$ cat src/rtl/program_loader_pkg.sv
// Shared loader definitions: data word width and the loader FSM state encoding.
package proc_pkg;

  localparam int WORD_W = 16;

  typedef enum logic [2:0] {
    ST_IDLE   = 3'd0,
    ST_HEADER = 3'd1,
    ST_LOAD   = 3'd2,
    ST_CHECK  = 3'd3,
    ST_DONE   = 3'd4,
    ST_ERR    = 3'd5
  } loader_state_e;

endpackage

$ cat src/rtl/program_loader_if.sv
// Loader stream-input handshake and program-memory write port, with loader (slave) and host (master) views.
interface program_loader_if #(
  parameter int ROM_SIZE = 16
) ();
  import proc_pkg::*;

  logic                in_valid;
  logic [WORD_W-1:0]   in_data;
  logic                in_ready;
  logic                prog_we;
  logic [ROM_SIZE-1:0] prog_addr;
  logic [WORD_W-1:0]   prog_data;

  modport slave (
    input  in_valid, in_data,
    output in_ready, prog_we, prog_addr, prog_data
  );

  modport master (
    output in_valid, in_data,
    input  in_ready, prog_we, prog_addr, prog_data
  );

endinterface

$ cat src/rtl/program_loader_load_csum.sv
// 16-bit modular accumulator with synchronous clear and add-enable for the load checksum.
module load_csum
  import proc_pkg::*;
(
  input  logic              clk,
  input  logic              rst,
  input  logic              clr,
  input  logic              add_en,
  input  logic [WORD_W-1:0] add_data,
  output logic [WORD_W-1:0] sum
);

  logic [WORD_W-1:0] sum_q;
  logic [WORD_W-1:0] sum_d;

  // Next sum: clear wins over add; carries out of bit 15 are discarded.
  always_comb begin
    sum_d = sum_q;
    if (clr) begin
      sum_d = {WORD_W{1'b0}};
    end else if (add_en) begin
      sum_d = sum_q + add_data;
    end else begin
      sum_d = sum_q;
    end
  end

  // Sum register.
  always_ff @(posedge clk or negedge rst) begin
    if (!rst) begin
      sum_q <= {WORD_W{1'b0}};
    end else begin
      sum_q <= sum_d;
    end
  end

  assign sum = sum_q;

endmodule

$ cat src/rtl/program_loader.sv
// Program loader: streams a length-prefixed image into program memory, then releases the core.
// Optional LOADER_CHECKSUM_EN: a trailing 16-bit additive checksum is verified in a CHECK state.
module program_loader
  import proc_pkg::*;
#(
  parameter int ROM_SIZE = 16
) (
  input  logic           clk,
  input  logic           rst,
  input  logic           start,
  program_loader_if.slave bus,
  output logic           cpu_rst,
  output logic           busy,
  output logic           done,
  output logic           err
);

  // Largest image that fits in memory; only meaningful when ROM_SIZE < WORD_W.
  localparam logic [WORD_W:0] MAX_WORDS = {{WORD_W{1'b0}}, 1'b1} << ROM_SIZE;

  loader_state_e       state_q, state_d;
  logic [WORD_W-1:0]   len_q, len_d;
  logic [WORD_W-1:0]   cnt_q, cnt_d;
  logic [ROM_SIZE-1:0] prog_addr_q, prog_addr_d;
  logic [WORD_W-1:0]   prog_data_q, prog_data_d;
  logic                prog_we_q, prog_we_d;
  logic                xfer_s;
  logic                last_s;
  logic                hdr_too_big_s;

  assign xfer_s        = bus.in_valid & bus.in_ready;
  assign last_s        = (cnt_q == (len_q - 16'd1));
  assign hdr_too_big_s = (ROM_SIZE < WORD_W) && ({1'b0, bus.in_data} > MAX_WORDS);

`ifdef LOADER_CHECKSUM_EN
  logic              csum_clr_s;
  logic              csum_add_s;
  logic [WORD_W-1:0] csum_s;

  assign csum_clr_s = start && ((state_q == ST_IDLE) || (state_q == ST_DONE) || (state_q == ST_ERR));
  assign csum_add_s = xfer_s && (state_q == ST_LOAD);

  load_csum u_csum (
    .clk      (clk),
    .rst      (rst),
    .clr      (csum_clr_s),
    .add_en   (csum_add_s),
    .add_data (bus.in_data),
    .sum      (csum_s)
  );
`endif

  // Session FSM and write-register next state; a stalled cycle holds everything.
  always_comb begin
    state_d     = state_q;
    len_d       = len_q;
    cnt_d       = cnt_q;
    prog_addr_d = prog_addr_q;
    prog_data_d = prog_data_q;
    prog_we_d   = 1'b0;
    case (state_q)
      ST_IDLE, ST_DONE, ST_ERR: begin
        if (start) begin
          state_d     = ST_HEADER;
          cnt_d       = 16'd0;
          prog_addr_d = {ROM_SIZE{1'b0}};
        end else begin
          state_d = state_q;
        end
      end
      ST_HEADER: begin
        if (xfer_s) begin
          len_d = bus.in_data;
          if (bus.in_data == 16'd0) begin
            state_d = ST_DONE;
          end else if (hdr_too_big_s) begin
            state_d = ST_ERR;
          end else begin
            state_d = ST_LOAD;
          end
        end else begin
          state_d = state_q;
        end
      end
      ST_LOAD: begin
        if (xfer_s) begin
          prog_we_d   = 1'b1;
          prog_addr_d = cnt_q[ROM_SIZE-1:0];
          prog_data_d = bus.in_data;
          cnt_d       = cnt_q + 16'd1;
`ifdef LOADER_CHECKSUM_EN
          if (last_s) state_d = ST_CHECK;
          else        state_d = state_q;
`else
          if (last_s) state_d = ST_DONE;
          else        state_d = state_q;
`endif
        end else begin
          state_d = state_q;
        end
      end
`ifdef LOADER_CHECKSUM_EN
      ST_CHECK: begin
        if (xfer_s) begin
          state_d = (bus.in_data == csum_s) ? ST_DONE : ST_ERR;
        end else begin
          state_d = state_q;
        end
      end
`endif
      default: state_d = ST_IDLE;
    endcase
  end

  // State, counters and the one-cycle-latency write register.
  always_ff @(posedge clk or negedge rst) begin
    if (!rst) begin
      state_q     <= ST_IDLE;
      len_q       <= 16'd0;
      cnt_q       <= 16'd0;
      prog_addr_q <= {ROM_SIZE{1'b0}};
      prog_data_q <= 16'd0;
      prog_we_q   <= 1'b0;
    end else begin
      state_q     <= state_d;
      len_q       <= len_d;
      cnt_q       <= cnt_d;
      prog_addr_q <= prog_addr_d;
      prog_data_q <= prog_data_d;
      prog_we_q   <= prog_we_d;
    end
  end

  assign busy          = (state_q == ST_HEADER) || (state_q == ST_LOAD) || (state_q == ST_CHECK);
  assign bus.in_ready  = busy;
  assign done          = (state_q == ST_DONE);
  assign err           = (state_q == ST_ERR);
  assign cpu_rst       = done;
  assign bus.prog_we   = prog_we_q;
  assign bus.prog_addr = prog_addr_q;
  assign bus.prog_data = prog_data_q;

endmodule

$ cat src/flat_wrapper.sv
// flat-port wrapper written by rule: the top's interface ports become plain ports
module program_loader_flat import proc_pkg::*;
#(
  parameter int ROM_SIZE = 16
)
  (clk, rst, start, cpu_rst, busy, done, err, bus_in_valid, bus_in_data, bus_in_ready, bus_prog_we, bus_prog_addr, bus_prog_data);
  program_loader_if #(.ROM_SIZE(ROM_SIZE)) bus_i ();
  input  logic clk;
  input  logic rst;
  input  logic start;
  output logic cpu_rst;
  output logic busy;
  output logic done;
  output logic err;
  input wire logic [$bits(bus_i.in_valid)-1:0] bus_in_valid;
  input wire logic [$bits(bus_i.in_data)-1:0] bus_in_data;
  output wire logic [$bits(bus_i.in_ready)-1:0] bus_in_ready;
  output wire logic [$bits(bus_i.prog_we)-1:0] bus_prog_we;
  output wire logic [$bits(bus_i.prog_addr)-1:0] bus_prog_addr;
  output wire logic [$bits(bus_i.prog_data)-1:0] bus_prog_data;
  assign bus_i.in_valid = bus_in_valid;
  assign bus_i.in_data = bus_in_data;
  assign bus_in_ready = bus_i.in_ready;
  assign bus_prog_we = bus_i.prog_we;
  assign bus_prog_addr = bus_i.prog_addr;
  assign bus_prog_data = bus_i.prog_data;
  program_loader #(.ROM_SIZE(ROM_SIZE)) u_core (.clk(clk), .rst(rst), .start(start), .bus(bus_i), .cpu_rst(cpu_rst), .busy(busy), .done(done), .err(err));
endmodule
$ cat config.mk
export PLATFORM = sky130hd
export DESIGN_NAME = program_loader_flat
export DESIGN_NICKNAME = d
export VERILOG_FILES = /design/src/rtl/program_loader_pkg.sv /design/src/rtl/program_loader_if.sv /design/src/rtl/program_loader_load_csum.sv /design/src/rtl/program_loader.sv /design/src/flat_wrapper.sv
export SDC_FILE = /design/constraint.sdc
export NUM_CORES = 1
export LEC_CHECK = 0
export CELL_PAD_IN_SITES_DETAIL_PLACEMENT = 1
export CELL_PAD_IN_SITES_GLOBAL_PLACEMENT = 2
export CORE_MARGIN = 2
export CORE_UTILIZATION = 37
export CTS_BUF_LIST = sky130_fd_sc_hd__clkbuf_4
export DETAILED_ROUTE_END_ITERATION = 8
export PLACE_DENSITY_LB_ADDON = 0.1
export SLEW_MARGIN = 20
export SYNTH_ARGS = -nofsm -noshare
export SYNTH_HDL_FRONTEND = slang
export SYNTH_SLANG_ARGS = --single-unit
$ cat constraint.sdc
create_clock -name clk -period 5.7 [get_ports clk]
set_input_delay 1.71 -clock clk [delete_from_list [all_inputs] [get_ports clk]]
set_output_delay 1.71 -clock clk [all_outputs]
set_load 0.02 [all_outputs]
==> results.ini <==
[floorplan]
initCoreUtil_pct = 38.00
num_rows = 35
ios = 58
core_area_mm2 = 0.009196
n_tap_cell = 111
die_y_um = 101.2
die_x_um = 101.2

[critical_path]
reg2regPathDepth = 6
crit_type = flop to primary output
rrSetupSlack_ns = 3.06
r2r-end = u_core.cnt_q[3]
cp_top_family = buffers and inverters
path_depth = 3
setup.worst_path.start_class = flop
cpPeakStageDelay_ns = 0.65
path_buffers = 2
cp_slowest_cell = clkdlybuf4s50_1
crit_path_cell_trace = inv_1 -> nor3_1 -> clkdlybuf4s50_1
critPathCaptureType = primary output
crit_end = cpu_rst
crit_path_max_fanout = 8

[min_path]
hold_start = u_core.bus.prog_data[2]
worstHoldPathCells = 2
worstHoldEndpoint = u_core.bus.prog_data[2]

[clock_tree]
tritoncts = done
cts-htree-levels = 3
path_clk_slew_ns = 0.11
cts.repair.resized = 0
cts_hold_buf = 0
numCtsBuffers = 9
post-cts-setup-buffer-count = 0
clock_sinks = 68

[final_layout]
finalNetCount = 446
drive_gt1_share_pct = 8.899
clkCellAreaFrac_pct = 2.114
signal_buffers = 60
diodes = 0
dominant_cells = registers
logic_area_mm2 = 0.001658
nNonClkInverters = 7
nMultiInputCombCells = 278
comb_area_share_pct = 39.46

[logic_synthesis]
topCellsByArea = dfrtp_1 49%, nand2_1 9.9%, xor2_1 5.0%
netlist_area_mm2 = 0.003495
netlist_top_cells_count = 92 x nand2_1, 68 x dfrtp_1, 26 x nor2_1, 22 x o21ai_0, 20 x xor2_1
synthXorXnorAreaFrac_pct = 8.020
synth_nets = 397
edf_count = 0
synthArstFlopShare_pct = 100.0
synth-simple-area-share_pct = 25.60
yosysTopAreaCell = dfrtp_1
most_common_cell = nand2_1
numSynthFlops = 68
synthAoiAreaFrac_pct = 7.053
synth_stat.cells = 375
synth.area.mux_share_pct = 6.051
top_area_share_pct = 48.69
yosysWarningCount = 0
topCombFamilyByArea = simple AND/OR/NAND/NOR gates

[global_routing]
grt_usage_pct = 17.86
antenna_found_initial = 0
grt_pass1_vias = 2821
grt_pass1_wl_mm = 14.13
grt_max_degree = 39

[final_timing]
finalCritPeriodShare_pct = 63.25
fin_setup_tns_ns = 0
rsz0062_at_grt = no
setup_viol = 0
worst_pin_slew_ns = 0.7909
hold_violations = 0
slew_violations = 0
finClkSkew_ns = 0.01547

[detailed_routing]
drt_iter0_markers = 86
vias_per_cell = 5.115
drt_first_pass_iters = 4
antenna_left = 0

[power_and_ir_drop]
powerDensity_mw_per_mm2 = 424.2
leakage_nw = 1.821

[place]
portBuffers = 57
place_congestion = 0.7461
dp_hpwl_mm = 6.254

[status]
status = finished, final reports clean

[state kept, by name, indices dropped and copies added (netlist names)]
signal / count
u_core.bus.prog_addr: 16
u_core.bus.prog_data: 16
u_core.cnt_q: 16
u_core.len_q: 16
u_core.state_q: 3
u_core.bus.prog_we: 1
[cells in the final DEF (no fill, tap or decap), types with 3 or more instances in the layout]
| master | instances |
|---|---|
| nand2_1 | 92 |
| dfrtp_1 | 68 |
| clkdlybuf4s50_1 | 56 |
| nor2_1 | 26 |
| o21ai_0 | 22 |
| xor2_1 | 20 |
| mux2_2 | 15 |
| xnor2_1 | 12 |
| nand4_1 | 10 |
| nand3_1 | 9 |
| clkbuf_4 | 9 |
| nor3_1 | 8 |
| and3_1 | 7 |
| inv_1 | 6 |
| a21oi_1 | 5 |
| clkinv_1 | 4 |
| nand2b_1 | 4 |
| nor2b_1 | 4 |
| nor4_1 | 4 |
| a31oi_1 | 4 |
| nor3_2 | 3 |
| or3_1 | 3 |
| buf_4 | 3 |
[per-layer routing]
layer / wire length [um] / share of wire (%) / GRT usage (%) / up-vias
li1: - / - / - / 1363
met1: 4136 / 50 / 25.00 / 1332
met2: 3892 / 47 / 27.66 / 48
met3: 189 / 2.3 / 2.968 / 9
met4: 113 / 1.4 / 7.277 / 0
met5: 0 / 0 / 0 / -
[where the power goes]
group	switching, mW	internal, mW	leakage [nW]
sequential	0.166	0.609	0.890
clock	0.160	0.0793	0.0539
combinational	0.409	0.359	0.877
[stage by stage]
stage / setup WS (ns) / std cells / instance area, um^2
3_3_place_gp: 1.858 / 524 / 4113
6_report: 2.095 / 538 / 4202
3_5_place_dp: 1.797 / 524 / 4113
5_1_grt: 1.959 / 538 / 4202
2_1_floorplan: 2.683 / 375 / 3495
4_1_cts: 2.035 / 538 / 4202
drive_strength.png
Drawn at 4 px/um.
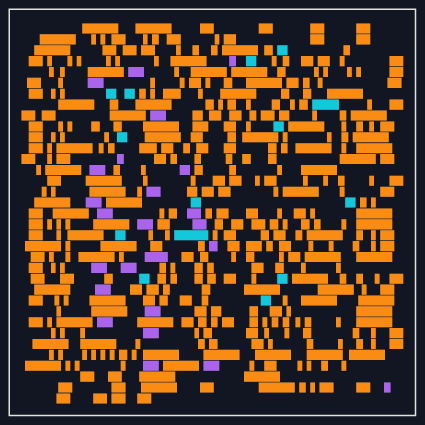
legend:
  drive 1 or less:
    colour: orange
    cells: 389
    share: 91%
    most_used: nand2_1
  drive 3 to 4:
    colour: cyan
    cells: 14
    share: 3.3%
    most_used: clkbuf_4
  drive 2:
    colour: purple
    cells: 24
    share: 5.6%
    most_used: mux2_2
setup slack after layout: 2.095 ns
Finished Cell Area: 0.004202 mm^2
area grow syn2layout: 20.23%

final_placement.png
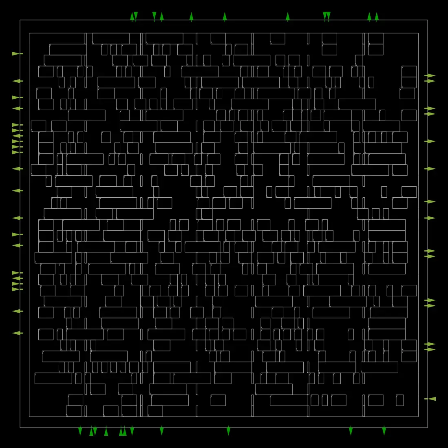
Seq cells: 68
final core occ: 45.69%
Layout fillers: 1079
flop share of the area: 40.50%

cell_classes.png
Drawn at 4 px/um.
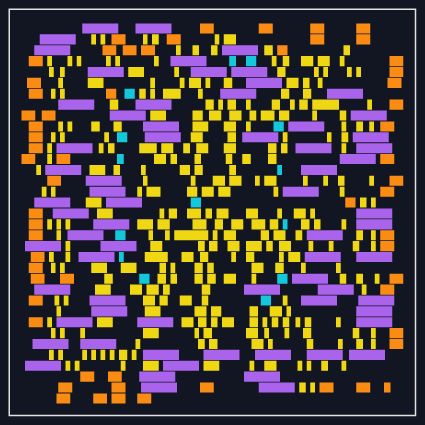
legend:
  all other logic:
    colour: yellow
    cells: 285
    share_of_their_area: 41%
  clock drivers and dummy loads:
    colour: cyan
    cells: 14
    share_of_their_area: 2.2%
  flip-flops:
    colour: purple
    cells: 68
    share_of_their_area: 42%
  other buffers and delay cells:
    colour: orange
    cells: 60
    share_of_their_area: 14%

registers.png
Drawn at 4 px/um. Other sequential cells in the stronger grey, the rest of the logic in the fainter grey.
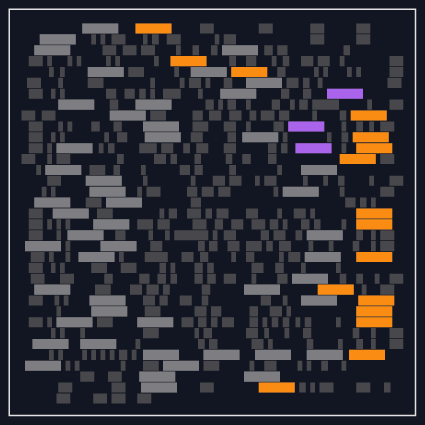
legend:
  u_core.bus.prog_addr:
    colour: orange
    sequential_cells: 16
  u_core.state_q:
    colour: purple
    sequential_cells: 3
seq pwr: 774 uW
register area: 0.001702 mm^2

met3.png
Drawn at 3 px/um. Cells faint in the background.
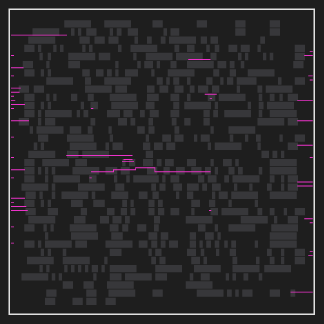
share of all routed wire: 2.3%
main direction: horizontal
wire length on this layer: 189 um
via count: 2752
Post-Route WL: 8.331 mm
GR met3 Demand/Resource: 2.968%

Power and IR drop assume default switching activity.
